Fig. 1: placement by cell class
The bar under the picture is 20 um long.
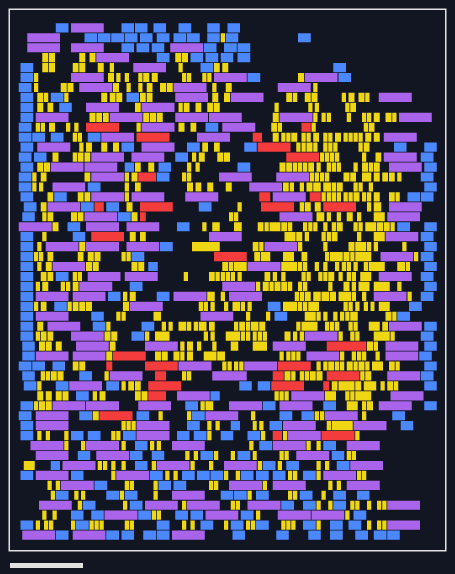
Fig. 2: cell placement
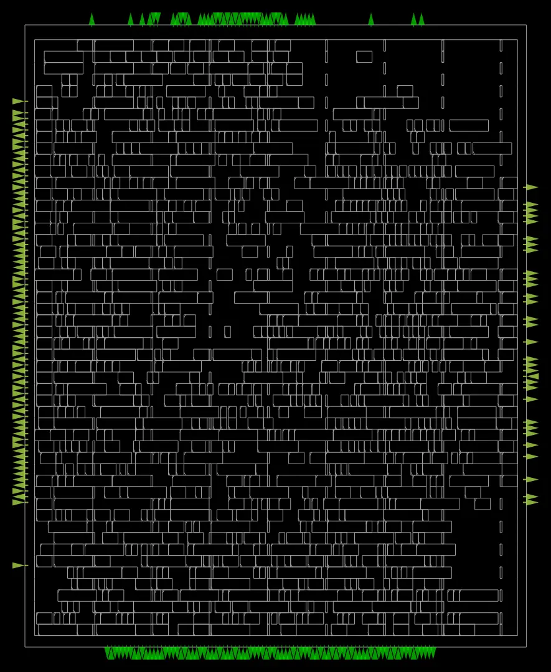
Fig. 3: clock distribution
The bar under the picture is 20 um long.
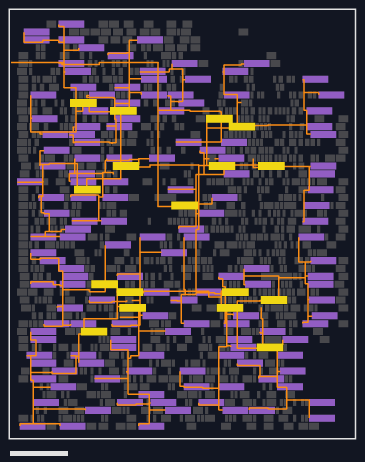
==> src/rtl/cpu_run_pkg.sv <==
// Shared types and default constants for the CPU run controller.
package cpu_run_pkg;

  typedef enum logic [2:0] {
    RC_IDLE,
    RC_LOAD,
    RC_RUN,
    RC_DONE,
    RC_TIMEOUT
  } rc_state_t;

  localparam int RC_MAX_CYCLES = 1401;
  localparam int RC_DONE_ADDR  = 2;
  localparam int RC_RES_BASE   = 1;
  localparam int RC_RES_WORDS  = 2;

  typedef struct packed {
    logic cpu_rst;
    logic ld_ready;
    logic busy;
    logic run_done;
    logic run_timeout;
  } rc_flags_t;

  // Status outputs as a pure function of the state being entered.
  function automatic rc_flags_t rc_flags(input rc_state_t s);
    rc_flags_t f;
    f.cpu_rst     = (s != RC_RUN);
    f.ld_ready    = (s == RC_LOAD);
    f.busy        = (s == RC_LOAD) || (s == RC_RUN);
    f.run_done    = (s == RC_DONE);
    f.run_timeout = (s == RC_TIMEOUT);
    return f;
  endfunction

endpackage

==> src/rtl/cpu_run_ctrl_result_capture.sv <==
// Snoops data-memory writes into a small bank of result registers.
module run_result_capture
  import cpu_run_pkg::*;
#(
  parameter int DATA_W    = 32,
  parameter int DADDR_W   = 7,
  parameter int RES_BASE  = RC_RES_BASE,
  parameter int RES_WORDS = RC_RES_WORDS
) (
  input  logic                          clk,
  input  logic                          rst,
  input  logic                          clr,
  input  logic                          en,
  input  logic                          dm_we,
  input  logic [DADDR_W-1:0]            dm_addr,
  input  logic [DATA_W-1:0]             dm_wdata,
  output logic [RES_WORDS*DATA_W-1:0]   results
);

  genvar gi;
  generate
    for (gi = 0; gi < RES_WORDS; gi++) begin : g_word
      logic             hit;
      logic [DATA_W-1:0] word;

      assign hit = en && dm_we && (dm_addr == DADDR_W'(RES_BASE + gi));

      always_ff @(posedge clk or posedge rst) begin
        if (rst) begin
          word <= '0;
        end else if (clr) begin
          word <= '0;
        end else if (hit) begin
          word <= dm_wdata;
        end
      end

      assign results[gi*DATA_W +: DATA_W] = word;
    end
  endgenerate

endmodule

==> src/rtl/cpu_run_ctrl.sv <==
// Run controller: loads instruction memory, runs the CPU, and ends each run as DONE or TIMEOUT.
module cpu_run_ctrl
  import cpu_run_pkg::*;
#(
  parameter int DATA_W     = 32,
  parameter int IADDR_W    = 8,
  parameter int DADDR_W    = 7,
  parameter int MAX_CYCLES = RC_MAX_CYCLES,
  parameter int DONE_ADDR  = RC_DONE_ADDR,
  parameter int RES_BASE   = RC_RES_BASE,
  parameter int RES_WORDS  = RC_RES_WORDS,
  parameter int CNT_W      = 32
) (
  input  logic                        clk,
  input  logic                        rst,
  input  logic                        start,
  input  logic                        reload,
  input  logic                        clear,
  input  logic                        ld_valid,
  output logic                        ld_ready,
  input  logic [IADDR_W-1:0]          ld_addr,
  input  logic [DATA_W-1:0]           ld_data,
  input  logic                        ld_last,
  output logic                        imem_we,
  output logic [IADDR_W-1:0]          imem_waddr,
  output logic [DATA_W-1:0]           imem_wdata,
  output logic                        cpu_rst,
  input  logic                        dm_we,
  input  logic [DADDR_W-1:0]          dm_addr,
  input  logic [DATA_W-1:0]           dm_wdata,
  output logic                        busy,
  output logic                        run_done,
  output logic                        run_timeout,
  output logic [CNT_W-1:0]            cycle_count,
  output logic [RES_WORDS*DATA_W-1:0] results
);

  rc_state_t        state;
  rc_flags_t        flags;
  logic             last_pending;
  logic [CNT_W-1:0] count;
  logic [CNT_W-1:0] count_inc;
  logic             run_en;
  logic             res_clr;
  logic             done_hit;
  logic             budget_hit;
  logic             ld_fire;

  assign run_en     = (state == RC_RUN);
  assign res_clr    = (state == RC_IDLE) && start;
  assign done_hit   = dm_we && (dm_addr == DADDR_W'(DONE_ADDR)) && (dm_wdata != '0);
  assign budget_hit = (count == CNT_W'(MAX_CYCLES - 1));
  assign count_inc  = (&count) ? count : count + CNT_W'(1);
  assign ld_fire    = (state == RC_LOAD) && flags.ld_ready && ld_valid;

  always_ff @(posedge clk or posedge rst) begin
    if (rst) begin
      state        <= RC_IDLE;
      flags        <= rc_flags(RC_IDLE);
      last_pending <= 1'b0;
      count        <= '0;
      imem_we      <= 1'b0;
      imem_waddr   <= '0;
      imem_wdata   <= '0;
    end else begin
      imem_we <= 1'b0;
      case (state)
        RC_IDLE: begin
          if (start) begin
            count        <= '0;
            last_pending <= 1'b0;
            if (reload) begin
              state <= RC_LOAD;
              flags <= rc_flags(RC_LOAD);
            end else begin
              state <= RC_RUN;
              flags <= rc_flags(RC_RUN);
            end
          end
        end
        RC_LOAD: begin
          if (ld_fire) begin
            imem_we    <= 1'b1;
            imem_waddr <= ld_addr;
            imem_wdata <= ld_data;
            // Stop accepting after the last word; release the CPU only once that write has issued.
            if (ld_last) begin
              last_pending   <= 1'b1;
              flags.ld_ready <= 1'b0;
            end
          end
          if (last_pending) begin
            last_pending <= 1'b0;
            state        <= RC_RUN;
            flags        <= rc_flags(RC_RUN);
          end
        end
        RC_RUN: begin
          count <= count_inc;
          if (done_hit) begin
            state <= RC_DONE;
            flags <= rc_flags(RC_DONE);
          end else if (budget_hit) begin
            state <= RC_TIMEOUT;
            flags <= rc_flags(RC_TIMEOUT);
          end
        end
        RC_DONE, RC_TIMEOUT: begin
          if (clear) begin
            state <= RC_IDLE;
            flags <= rc_flags(RC_IDLE);
          end
        end
        default: begin
          state <= RC_IDLE;
          flags <= rc_flags(RC_IDLE);
        end
      endcase
    end
  end

  assign cpu_rst     = flags.cpu_rst;
  assign ld_ready    = flags.ld_ready;
  assign busy        = flags.busy;
  assign run_done    = flags.run_done;
  assign run_timeout = flags.run_timeout;
  assign cycle_count = count;

  run_result_capture #(
    .DATA_W    (DATA_W),
    .DADDR_W   (DADDR_W),
    .RES_BASE  (RES_BASE),
    .RES_WORDS (RES_WORDS)
  ) u_capture (
    .clk      (clk),
    .rst      (rst),
    .clr      (res_clr),
    .en       (run_en),
    .dm_we    (dm_we),
    .dm_addr  (dm_addr),
    .dm_wdata (dm_wdata),
    .results  (results)
  );

endmodule
==> config.mk <==
export PLATFORM = sky130hd
export DESIGN_NAME = cpu_run_ctrl
export DESIGN_NICKNAME = d
export VERILOG_FILES = /design/src/rtl/cpu_run_pkg.sv /design/src/rtl/cpu_run_ctrl_result_capture.sv /design/src/rtl/cpu_run_ctrl.sv
export SDC_FILE = /design/constraint.sdc
export NUM_CORES = 1
export LEC_CHECK = 0
export ABC_AREA = 1
export CAP_MARGIN = 20
export CORE_ASPECT_RATIO = 1.25
export CORE_MARGIN = 2
export CORE_UTILIZATION = 42
export DETAILED_ROUTE_END_ITERATION = 16
export HOLD_SLACK_MARGIN = 0.15
export PLACE_DENSITY_LB_ADDON = 0.25
export SLEW_MARGIN = 20
export SYNTH_ARGS = -nofsm -noshare
export SYNTH_HDL_FRONTEND = slang
export SYNTH_SLANG_ARGS = --single-unit
==> constraint.sdc <==
create_clock -name clk -period 4.8 [get_ports clk]
set_clock_uncertainty 0.15 [all_clocks]
set_input_delay 0.72 -clock clk [delete_from_list [all_inputs] [get_ports clk]]
set_output_delay 0.72 -clock clk [all_outputs]
set_load 0.01 [all_outputs]
==> impl_metrics.toml <==
# physical design summary
[sta]
slew_violations = 0
unrepaired_setup_endpoints_after_global_routing = "false"
timing_worst_slew_pin_value_ns = 1.03
max_freq_mhz = 339
fin_worst_hold_slack_ns = 0.313

[drt]
routed-via-count = 6514
met2_wirelength_um = 10000
wl_per_cell_um = 15.2
drt_iter0_drc = 452

[yosys]
fa_ha_area_share_pct = 0.361
ys_chip_area_um2 = 6940
post_synth.cell_area_avg_um2 = 8.02
simple_gate_area_share_of_the_yosys_netlist_pct = 31.4
ys_top_logic_family = "simple AND/OR/NAND/NOR gates"
area_leaders = "dfrtp_1 (52%), nand2_1 (15%), nand3_1 (7.4%), nor2_1 (4.2%), o21ai_1 (3.6%)"
synth_top_area_share_pct = 52.0

[floorplan]
num_io_pins = 229
fp-utilization_pct = 42.8

[status]
result_of_the_run = "complete, no violations"

[run]
number_of_warnings_in_the_stage_logs = 29

[place]
port-buffer-count = 228
detailedPlacementHpwl_um = 14400
place.gp.congestion = 0.986
dp_worst_setup_slack_ns = 1.75

[finish]
clock_buffers = 19
combAreaFraction_pct = 29.5
nets = 1169
largest_register_ffs = 64
layout_top_cell = "nand2_1"

[power]
comb_power_mw = 1.16
pwr.group.sequential_mw = 1.51

[worst_hold_path]
hold_path_depth = 2

[critical_path]
critPathTopFamily = "simple AND/OR/NAND/NOR gates"
most_numerous_cell_on_the_critical_path = "inv_2"
worst_setup_sp_type = "flip-flop"
worst-setup-path-type = "reg2reg"
cp.buffers_inverters = 2
r2r_depth = 8

[clocking]
clockBufferDepth = 2
clock_sinks = 145
ctsRootBufferMaster = "clkbuf_16"

[global_route]
grt.met2_usage_pct = 39.3
vias_in_the_first_global_route = 6313
grtUsageTotal_pct = 23.4
grtUsageMet3_pct = 6.98
## Picture notes: Fig. 1
- combinational and other logic: yellow (cells 683)
- flops: purple (cells 145)
- clock drivers and dummy loads: red (cells 31)
- other buffers and delay cells: blue (cells 233)
share of the final layout cell area in sequential cells: 36.6%
Final Core Density: 61.2%
finished layout cell area: 9920 um2
# rows: 52
placeable core area: 16,200 um2

## Picture notes: Fig. 2
final-layout fill cell count: 1,446
number of standard cells in the final layout excluding fillers: 1,308
number of well-tap cells placed: 216

## Picture notes: Fig. 3
- clock wires: orange (length 1,820 um)
- flip-flops: purple (count 145)
- clock drivers: yellow (count 17)
- routed clock nets: 18
- flops lie: all over the die
Latency at later pin: 0.41 ns
part of the total power dissipated in the clock network: 31.9%
clock network power consumption: 1.26 mW

Power is estimated from default activity; no workload was simulated.
